==> images/final_placement.png <==
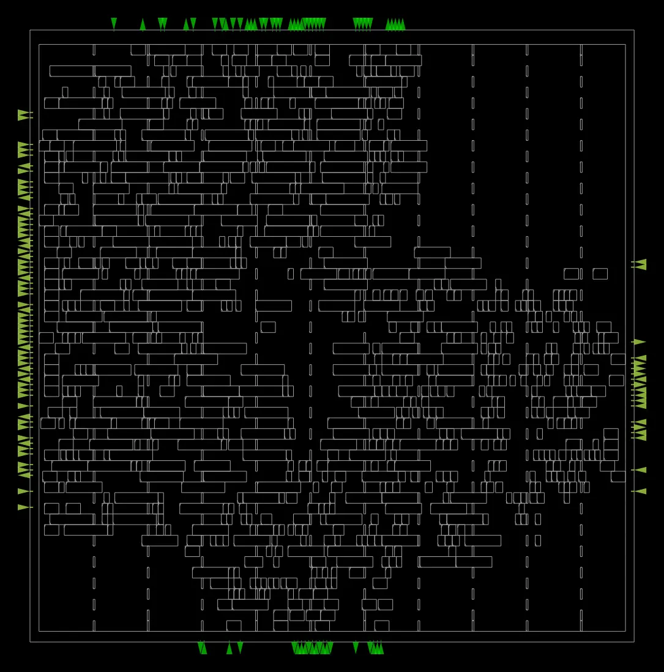
==> images/wire_density.png <==
The die is cut into 31 by 31 equal tiles; dark blue is low, red is high, scaled to the fullest tile. Values are wire area over tile area, all layers added.
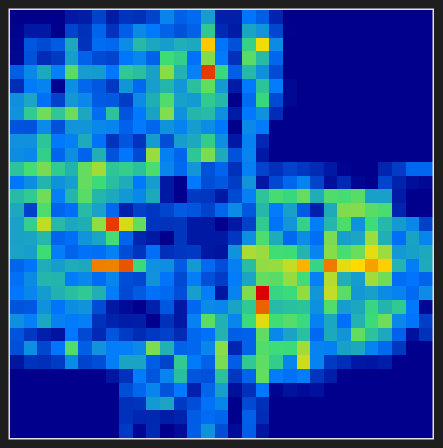
==> images/registers.png <==
The bar under the picture is 50 um long.
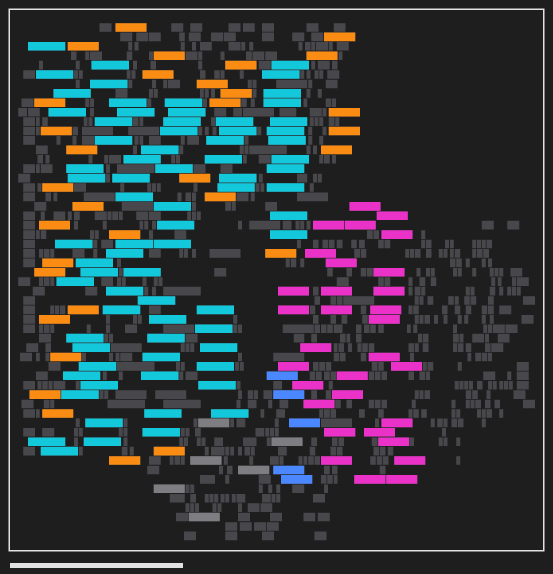
## config.mk

```make
export PLATFORM = sky130hd
export DESIGN_NAME = writeback_arbiter
export DESIGN_NICKNAME = d
export VERILOG_FILES = /design/src/rtl/writeback_arbiter_pkg.sv /design/src/rtl/wb_ll_fifo.sv /design/src/rtl/writeback_arbiter.sv
export SDC_FILE = /design/constraint.sdc
export NUM_CORES = 1
export LEC_CHECK = 0
export ABC_AREA = 1
export CAP_MARGIN = 20
export CORE_AREA = 2 2 152 154
export DETAILED_ROUTE_END_ITERATION = 10
export DIE_AREA = 0 0 154 156
export HOLD_SLACK_MARGIN = 0.06
export PLACE_DENSITY = 0.57
export SETUP_SLACK_MARGIN = 0.4
export SLEW_MARGIN = 20
export SYNTH_ARGS = -nofsm -noshare
export SYNTH_HDL_FRONTEND = slang
export SYNTH_HIERARCHICAL = 1
export SYNTH_SLANG_ARGS = --single-unit
```

## constraint.sdc

```tcl
create_clock -name SYS_clk -period 6.85 [get_ports SYS_clk]
set_input_delay 1.7125 -clock SYS_clk [delete_from_list [all_inputs] [get_ports SYS_clk]]
set_output_delay 1.7125 -clock SYS_clk [all_outputs]
set_load 0.02 [all_outputs]
```

## src/rtl/writeback_arbiter_pkg.sv

```systemverilog
// Shared widths and the writeback entry payload used by the arbiter and its
// long-latency result FIFO.
package writeback_arbiter_pkg;

  localparam int unsigned REG_IDX_W = 5;
  localparam int unsigned DATA_W    = 32;
  localparam int unsigned NUM_REGS  = 1 << REG_IDX_W;

  typedef struct packed {
    logic [REG_IDX_W-1:0] rd;
    logic [DATA_W-1:0]    value;
  } wb_entry_t;

  // x0 is never written and never marked busy.
  function automatic logic is_real_rd(input logic [REG_IDX_W-1:0] rd);
    return rd != '0;
  endfunction

endpackage

```

## src/rtl/wb_ll_fifo.sv

```systemverilog
// Synchronous FIFO for long-latency writeback entries; head is visible
// combinationally so the arbiter can pop and present it in the same cycle.
module wb_ll_fifo
  import writeback_arbiter_pkg::*;
#(
  parameter int unsigned DEPTH = 2
) (
  input  logic                   SYS_clk,
  input  logic                   SYS_reset,
  input  logic                   push,
  input  wb_entry_t              push_data,
  input  logic                   pop,
  output wb_entry_t              head_c,
  output logic                   full_c,
  output logic                   empty_c,
  output logic [$clog2(DEPTH):0] count
);

  localparam int unsigned PTR_W = $clog2(DEPTH);
  localparam int unsigned CNT_W = PTR_W + 1;

  wb_entry_t        mem [DEPTH];
  logic [PTR_W-1:0] wr_ptr;
  logic [PTR_W-1:0] rd_ptr;
  logic             do_push;
  logic             do_pop;

  assign full_c  = count == CNT_W'(DEPTH);
  assign empty_c = count == '0;
  assign head_c  = mem[rd_ptr];

  // Overflow and underflow requests are silently ignored.
  assign do_push = push && !full_c;
  assign do_pop  = pop && !empty_c;

  // Storage carries no reset; validity is tracked by the pointers and count.
  always_ff @(posedge SYS_clk) begin
    if (do_push) begin
      mem[wr_ptr] <= push_data;
    end
  end

  always_ff @(posedge SYS_clk or negedge SYS_reset) begin
    if (!SYS_reset) begin
      wr_ptr <= '0;
      rd_ptr <= '0;
      count  <= '0;
    end else begin
      if (do_push) begin
        wr_ptr <= wr_ptr + PTR_W'(1);
      end
      if (do_pop) begin
        rd_ptr <= rd_ptr + PTR_W'(1);
      end
      count <= count + CNT_W'(do_push) - CNT_W'(do_pop);
    end
  end

endmodule

```

## src/rtl/writeback_arbiter.sv

```systemverilog
// Merges pipeline and long-latency writebacks onto the single register-file
// write port and tracks pending long-latency destinations for decode.
module writeback_arbiter
  import writeback_arbiter_pkg::*;
#(
  parameter int unsigned LL_FIFO_DEPTH = 2
) (
  input  logic                           SYS_clk,
  input  logic                           SYS_reset,
  input  logic                           PIPE_wb_valid,
  input  logic [REG_IDX_W-1:0]           PIPE_wb_rd,
  input  logic [DATA_W-1:0]              PIPE_wb_value,
  input  logic                           LL_issue_valid,
  input  logic [REG_IDX_W-1:0]           LL_issue_rd,
  input  logic                           LL_result_valid,
  input  logic [REG_IDX_W-1:0]           LL_result_rd,
  input  logic [DATA_W-1:0]              LL_result_value,
  output logic                           LL_result_ready,
  input  logic [REG_IDX_W-1:0]           SB_query_rs1,
  input  logic [REG_IDX_W-1:0]           SB_query_rs2,
  output logic                           SB_rs1_busy,
  output logic                           SB_rs2_busy,
  output logic [REG_IDX_W-1:0]           REG_write_address,
  output logic                           REG_write_enable,
  output logic [DATA_W-1:0]              REG_write_value,
  output logic [$clog2(LL_FIFO_DEPTH):0] LL_fifo_count
);

  wb_entry_t           push_data;
  wb_entry_t           head_c;
  logic                full_c;
  logic                empty_c;
  logic                push;
  logic                pop;
  logic                pipe_take;
  logic                write_from_ll;
  logic [NUM_REGS-1:0] busy;
  logic [NUM_REGS-1:0] busy_next;

  // Ready is gated by reset so upstream never hands off into a clearing FIFO.
  assign LL_result_ready = SYS_reset && !full_c;
  assign push            = LL_result_valid && LL_result_ready;
  assign push_data       = '{rd: LL_result_rd, value: LL_result_value};

  // Pipeline writes to x0 are dropped and leave the port free for the FIFO.
  assign pipe_take = PIPE_wb_valid && is_real_rd(PIPE_wb_rd);
  assign pop       = !pipe_take && !empty_c;

  wb_ll_fifo #(
    .DEPTH (LL_FIFO_DEPTH)
  ) u_ll_fifo (
    .SYS_clk   (SYS_clk),
    .SYS_reset (SYS_reset),
    .push      (push),
    .push_data (push_data),
    .pop       (pop),
    .head_c    (head_c),
    .full_c    (full_c),
    .empty_c   (empty_c),
    .count     (LL_fifo_count)
  );

  // Register-file write port; address and value hold when idle.
  always_ff @(posedge SYS_clk or negedge SYS_reset) begin
    if (!SYS_reset) begin
      REG_write_address <= '0;
      REG_write_enable  <= 1'b0;
      REG_write_value   <= '0;
      write_from_ll     <= 1'b0;
    end else begin
      write_from_ll <= pop;
      if (pipe_take) begin
        REG_write_address <= PIPE_wb_rd;
        REG_write_enable  <= 1'b1;
        REG_write_value   <= PIPE_wb_value;
      end else if (pop) begin
        REG_write_address <= head_c.rd;
        REG_write_enable  <= is_real_rd(head_c.rd);
        REG_write_value   <= head_c.value;
      end else begin
        REG_write_enable  <= 1'b0;
      end
    end
  end

  // Clear on register-file commit of an LL write; a same-cycle issue wins.
  always_comb begin
    busy_next = busy;
    if (write_from_ll) begin
      busy_next[REG_write_address] = 1'b0;
    end
    if (LL_issue_valid) begin
      busy_next[LL_issue_rd] = 1'b1;
    end
    busy_next[0] = 1'b0;
  end

  always_ff @(posedge SYS_clk or negedge SYS_reset) begin
    if (!SYS_reset) begin
      busy <= '0;
    end else begin
      busy <= busy_next;
    end
  end

  assign SB_rs1_busy = busy[SB_query_rs1];
  assign SB_rs2_busy = busy[SB_query_rs2];

endmodule

```

==> results_dict.tcl <==
# metrics dict for downstream scripts
set metrics [dict create \
    route.met3.wl_mm 1.17 \
    simple_gate_share_pct 27.0 \
    met2WireLength_mm 8.43 \
    grt_overflow 0 \
    die_w_um 154 \
    p_clk_mw 1.05 \
    whs_ns 0.478 \
    worstHoldPathCells 2 \
    yosysTopAreaCell "edfxtp_1" \
    p_comb_share_pct 30.3 \
    vias 5309 \
    grt-busiest-layer "met2" \
    cap_violations 0 \
    crit_chain "clkdlybuf4s50_1, inv_2, nand2_1, nand3_1, nand3_1, nand3_1, nand2_1, nand2_1, nand2_1, clkdlybuf4s50_1" \
    io_pins 137 \
    clk_share_pct 7.64 \
    ys_sh_xor_pct 0 \
    holdPathEnd "u_ll_fifo/wr_ptr" \
    intPower_mw 2.27 \
    fin_ws_ns 1.13 \
    top_cells_by_area "edfxtp_1 (34%), dfrtp_1 (28%), nand2_1 (18%), nand3_1 (8.3%), o21ai_0 (4.8%)" \
    nClkBuffers 19 \
    powerDensity_mw_per_mm2 389 \
    clk_path_buf_depth 2 \
    antenna_found_initial 2 \
    outcome "finished, final reports clean" \
    pwr-share-seq_pct 39.1 \
    io_buffers 136 \
    period_minus_slack_ns 5.72 \
    critPathMostFrequentCell "nand2_1" \
    yosysWarnings 6 \
    yosys.cell_types.count 19 \
    n_all_inverters 40 \
    crit_cells 10 \
]
## Picture notes: final_placement.png
flop count: 148
fin util: 39.4%
FP Rows: 55
Well Taps: 285
filler cell count: 2230

## Picture notes: wire_density.png
nearly empty tiles = 26%
emptiest ninth of the die = top right
mean over tiles = 0.12
densest ninth of the die = left middle
tiles over half the peak = 10%
fullest tile = 0.55

## Picture notes: registers.png
u_ll_fifo/mem -> cyan  # placed flops 74
busy -> magenta  # placed flops 31
REG_write_address -> blue  # placed flops 5, where bottom middle
REG_write_value -> orange  # placed flops 32
seq pwr: 1.34 mW
Seq area share: 46.3%
register area: 0.00407 mm2

Power is estimated from default activity; no workload was simulated.
